==> src/rtl/mult_fu.sv <==
// Pipelined RV32M multiply unit: accepts one issued entry per cycle, shift-and-add over STAGES stages.
// Latency: an entry accepted at an edge is visible on done_* STAGES cycles later (plus stalled cycles).
// Backpressure: an ungranted result freezes the whole pipe and drops issue_ready combinationally.
module mult_fu #(
  parameter int STAGES        = 4,
  parameter int ROB_TAG_WIDTH = 5
) (
  input  logic                     clock,
  input  logic                     reset,
  input  logic                     squash,
  input  logic                     issue_valid,
  output logic                     issue_ready,
  input  logic [ROB_TAG_WIDTH-1:0] issue_rob_tag,
  input  logic [31:0]              issue_opa,
  input  logic [31:0]              issue_opb,
  input  logic [1:0]               issue_func,
  output logic                     done_valid,
  output logic [ROB_TAG_WIDTH-1:0] done_rob_tag,
  output logic [31:0]              done_value,
  input  logic                     cdb_gnt
);

  // Multiplier bits consumed per stage; the mask selects the low STEP bits of the multiplier.
  localparam int          STEP     = 64 / STAGES;
  localparam logic [63:0] LOW_MASK = (STAGES == 1) ? {64{1'b1}} : ((64'd1 << STEP) - 64'd1);

  localparam logic [1:0] FUNC_MUL    = 2'd0;
  localparam logic [1:0] FUNC_MULH   = 2'd1;
  localparam logic [1:0] FUNC_MULHSU = 2'd2;

  // Per-stage state; index 0 is stage 1, index STAGES-1 is the final stage.
  logic [STAGES-1:0]        vld_q;
  logic [ROB_TAG_WIDTH-1:0] tag_q    [STAGES];
  logic [1:0]               func_q   [STAGES];
  logic [63:0]              mcand_q  [STAGES];
  logic [63:0]              mplier_q [STAGES];
  logic [63:0]              sum_q    [STAGES];

  // Inputs to each stage's step and the results it loads into its register.
  logic [63:0] src_mcand  [STAGES];
  logic [63:0] src_mplier [STAGES];
  logic [63:0] src_sum    [STAGES];
  logic [63:0] nxt_mcand  [STAGES];
  logic [63:0] nxt_mplier [STAGES];
  logic [63:0] nxt_sum    [STAGES];

  logic [63:0] ext_a;
  logic [63:0] ext_b;
  logic        stall;

  assign stall       = done_valid && !cdb_gnt;
  assign issue_ready = !stall;

  // Extend operands at accept: opa signed for MULH/MULHSU, opb signed for MULH only.
  always_comb begin
    ext_a = {32'd0, issue_opa};
    ext_b = {32'd0, issue_opb};
    if (issue_func == FUNC_MULH || issue_func == FUNC_MULHSU) begin
      ext_a = {{32{issue_opa[31]}}, issue_opa};
    end
    if (issue_func == FUNC_MULH) begin
      ext_b = {{32{issue_opb[31]}}, issue_opb};
    end
  end

  // One shift-and-add step per stage: add mcand * low multiplier bits, then shift both operands.
  always_comb begin
    src_mcand[0]  = ext_a;
    src_mplier[0] = ext_b;
    src_sum[0]    = 64'd0;
    for (int k = 1; k < STAGES; k++) begin
      src_mcand[k]  = mcand_q[k-1];
      src_mplier[k] = mplier_q[k-1];
      src_sum[k]    = sum_q[k-1];
    end
    for (int k = 0; k < STAGES; k++) begin
      nxt_sum[k]    = src_sum[k] + src_mcand[k] * (src_mplier[k] & LOW_MASK);
      nxt_mcand[k]  = src_mcand[k] << STEP;
      nxt_mplier[k] = src_mplier[k] >> STEP;
    end
  end

  // Valid bits: reset and squash clear everything; otherwise shift in the accepted entry unless stalled.
  always_ff @(posedge clock or posedge reset) begin
    if (reset) begin
      vld_q <= '0;
    end else if (squash) begin
      vld_q <= '0;
    end else if (!stall) begin
      vld_q[0] <= issue_valid;
      for (int k = 1; k < STAGES; k++) begin
        vld_q[k] <= vld_q[k-1];
      end
    end
  end

  // Data registers advance with the pipe; contents behind a cleared valid bit are don't-care.
  always_ff @(posedge clock or posedge reset) begin
    if (reset) begin
      for (int k = 0; k < STAGES; k++) begin
        tag_q[k]    <= '0;
        func_q[k]   <= '0;
        mcand_q[k]  <= '0;
        mplier_q[k] <= '0;
        sum_q[k]    <= '0;
      end
    end else if (!stall) begin
      tag_q[0]  <= issue_rob_tag;
      func_q[0] <= issue_func;
      for (int k = 1; k < STAGES; k++) begin
        tag_q[k]  <= tag_q[k-1];
        func_q[k] <= func_q[k-1];
      end
      for (int k = 0; k < STAGES; k++) begin
        mcand_q[k]  <= nxt_mcand[k];
        mplier_q[k] <= nxt_mplier[k];
        sum_q[k]    <= nxt_sum[k];
      end
    end
  end

  // Final stage drives the CDB; the high half serves all three MULH variants.
  always_comb begin
    done_valid   = vld_q[STAGES-1];
    done_rob_tag = tag_q[STAGES-1];
    done_value   = (func_q[STAGES-1] == FUNC_MUL) ? sum_q[STAGES-1][31:0] : sum_q[STAGES-1][63:32];
  end

endmodule

==> config.mk <==
export PLATFORM = sky130hd
export DESIGN_NAME = mult_fu
export DESIGN_NICKNAME = d
export VERILOG_FILES = /design/src/rtl/mult_fu.sv
export SDC_FILE = /design/constraint.sdc
export NUM_CORES = 2
export LEC_CHECK = 0
export CORE_MARGIN = 2
export CORE_UTILIZATION = 60
export CTS_CLUSTER_DIAMETER = 150
export DETAILED_ROUTE_END_ITERATION = 10
export PLACE_DENSITY = 0.8
export SKIP_CTS_REPAIR_TIMING = 1
export SYNTH_ARGS = -nofsm -noshare
export SYNTH_HDL_FRONTEND = slang
export SYNTH_SLANG_ARGS = --single-unit
==> constraint.sdc <==
create_clock -name clock -period 14 [get_ports clock]
set_clock_uncertainty 0.05 [all_clocks]
set_input_delay 2.8 -clock clock [delete_from_list [all_inputs] [get_ports clock]]
set_output_delay 2.8 -clock clock [all_outputs]
set_load 0.02 [all_outputs]
Figure 1. Cell classes on the final placement.
Bar = 100 um.
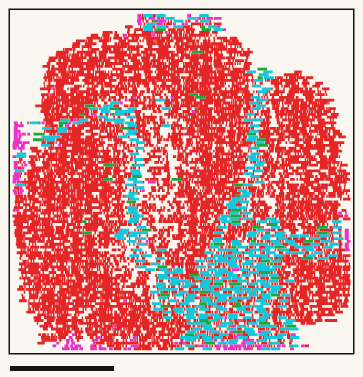
- green: clock drivers and dummy loads (cells 82)
- magenta: other buffers and delay cells (cells 184)
- red: combinational and other logic (cells 6417)
- cyan: flops (cells 388)

Figure 2. Wires at chosen ports, followed through buffers.
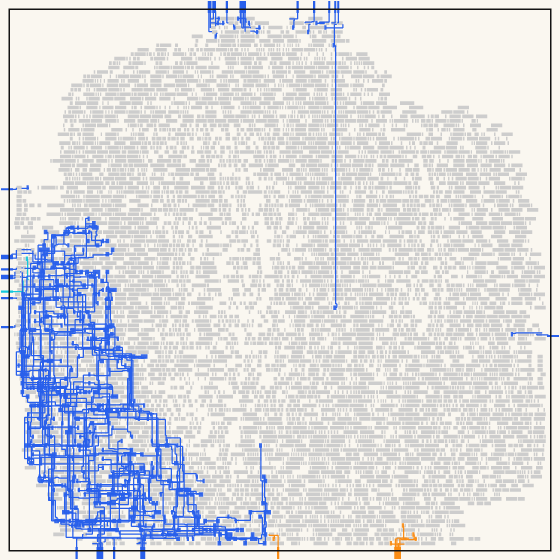
- blue: issue_opb (direction input; edge 14 north, 9 south, 8 west, 1 east; end cells 545; buffers 48; wire 9500 um)
- cyan: issue_valid (direction input; edge west; end cells 1; buffers 1; wire 27.3 um)
- orange: issue_rob_tag (direction input; edge south; end cells 5; buffers 5; wire 80.3 um)

Figure 3. Wire density map.
Bar = 100 um. The die is cut into 33 by 33 equal tiles; dark purple is low, yellow is high, scaled to the fullest tile. Values are wire area over tile area, all layers added.
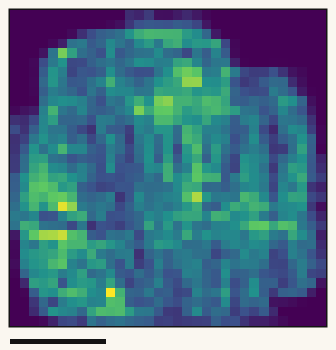
- mean over tiles: 0.25
- fullest tile: 0.74
- nearly empty tiles: 14%

Figure 4. Track usage over the die.
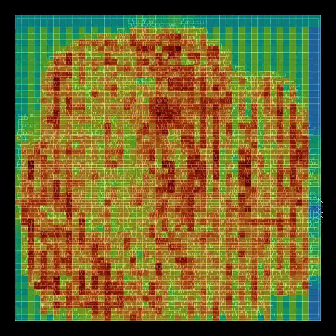
routed wire length per instance: 19.19 um
global-route met3 utilization: 6.126%

[flip-flops by register name, summed over array words and instances, names as in the netlist]
| name | flops |
|---|---|
| done_rob_tag | 5 |
| mcand_q | 81 |
| sum_q | 64 |
| mplier_q | 19 |
| src_sum | 192 |
| func_q | 8 |
| vld_q | 4 |
| tag_q | 15 |
[how the worst max path moves through the flow]
stage                        from               to  slack [ns]  cells past startpoint
floorplan                   reset  done_rob_tag[0]        0.37                      1
global placement    issue_func[1]     src_sum[178]        3.69                     26
detailed placement  issue_func[1]     src_sum[188]        3.50                     25
CTS                 issue_func[1]     src_sum[188]        4.12                     25
global route        issue_func[1]     src_sum[190]        3.59                     25
finish              issue_func[1]     src_sum[184]        4.07                     25
[worst max-delay path, delay by kind of cell]
kind | cells | cell delay [ns]
AND-OR/OR-AND | 10 | 1.82
AND/OR/NAND/NOR | 2 | 1.04
adder cells (fa/ha/maj) | 8 | 3.79
buffers and inverters | 5 | 0.99
[layer usage]
| layer | track usage [%] | share of wire (%) | wire length [um] |
|---|---|---|---|
| met1 | 41.69 | 39 | 63820 |
| met2 | 51.42 | 48 | 77240 |
| met3 | 6.126 | 9.2 | 14900 |
| met4 | 11.14 | 3.9 | 6385 |
| met5 | 0 | 0.014 | 22 |
[final cells by class]
| type | count | area, sq um | share of cell area, % |
|---|---|---|---|
| sequential | 388 | 9709 | 14.34 |
| clock buffer | 59 | 1259 | 1.860 |
| inverter | 1348 | 5075 | 7.497 |
| clock inverter | 23 | 349.1 | 0.5157 |
| tap | 1391 | 1740 | 2.571 |
| multi-input combinational | 5069 | 47860 | 70.71 |
| antenna | 1 | 2.502 | 0.003697 |
| timing repair buffer | 184 | 1692 | 2.499 |
==> flow_summary.json <==
{
  "status": "finished, violations left",
  "violations_in_the_final_reports": "DRC",
  "clk_latency_ns": 0.64,
  "antenna_found_initial": 2,
  "placedCellCount": 8380,
  "htree_num_levels": 2,
  "unrepaired_setup_endpoints_after_global_routing": "false",
  "worst_setup_start_kind": "input port",
  "fmaxAchievable_mhz": 100.7,
  "slew-limit-headroom_pct": 20.52,
  "enable_flop_cells": 0,
  "netlist-cell-type-count": 82,
  "fp_util_pct": 60.60,
  "layout.cells.most_common_list": "sky130_fd_sc_hd__nand2_1 (1613), sky130_fd_sc_hd__inv_1 (1346), sky130_fd_sc_hd__fa_1 (1281)",
  "synthTopLogicFamily": "adder cells",
  "die_x_um": 330.3,
  "setup.worst_path.end_class": "flop",
  "origin_of_the_critical_flop_to_flop_path": "mcand_q[222]",
  "leading_post_synthesis_cells_by_instance_count": "sky130_fd_sc_hd__nand2_1 (1613), sky130_fd_sc_hd__inv_1 (1347), sky130_fd_sc_hd__fa_1 (1281), sky130_fd_sc_hd__dfrtp_1 (388), sky130_fd_sc_hd__and2_1 (370)",
  "critPathRequiredTime_ns": 14.49,
  "final-setup-viol-count": 0,
  "first_global_vias": 51250,
  "maxCapViolCount": 0,
  "clkSlewWorstSetupHoldPaths_ns": 0.06,
  "cts_inserted_buffers": 45,
  "worstHoldPathCells": 2,
  "route.vias.total": 47604,
  "worst_ep_arrival_time_ns": 10.42,
  "coreArea_sq_um": 105400,
  "globalRoute.totalOverflow": 0,
  "final_layout_size_suffix_gt1_share_pct": 2.927,
  "hold-path-endpoint": "tag_q[11]",
  "synthToLayoutAreaGrowth_pct": 5.952,
  "tool_warnings": 40,
  "track_usage_pct": 31.28,
  "crit_type": "input port to flop",
  "synth_stat.cells": 7138,
  "post_synth_mux_area_share_pct": 0.5954,
  "compound_gate_fraction_of_synth_area_pct": 7.399,
  "postLayoutCellArea_sq_um": 67690,
  "top_cell_area_share_pct": 40.14,
  "placedInstanceArea_sq_um": 66080,
  "max_stage_delay_ns": 0.81,
  "yosys.area.top_type": "sky130_fd_sc_hd__fa_1",
  "worstPathMaxFanout": 17,
  "finalMaxSlewViolations": 0,
  "drc": 8,
  "timing.setup.tns_ns": 0,
  "worst_slack_ns": 4.068,
  "synth.net_count": 8859,
  "drt-vias-per-instance": 5.625,
  "layout_min_cycle_time_ns": 9.932,
  "grt_first_pass_wirelength_um": 268500,
  "final-instance-count-excl-fill": 8463,
  "clockRootBuffer": "sky130_fd_sc_hd__clkbuf_16",
  "initialDrtViolationCount": 4040,
  "xor_area_share_pct": 3.586,
  "yosysChipArea_sq_um": 63890,
  "tritoncts": "built",
  "io_buffer_count": 114,
  "wl_um": 162400,
  "io_pins": 115,
  "synth_dominant_cell_count": "sky130_fd_sc_hd__nand2_1",
  "clock_sink_count": 388,
  "worst_slew_pin_slew_ns": 1.192,
  "synth_async_sr_flop_share_pct": 100.0,
  "holdCritPathClass": "flop to flop",
  "finalClockPeriodUsage_pct": 70.94,
  "seq_area_frac_synth_pct": 15.20,
  "pin_count_of_the_biggest_net_entering_global_routing": 231,
  "place_worst_setup_slack_ns": 3.496,
  "nNetsFinal": 8757,
  "yosysWarnings": 0
}
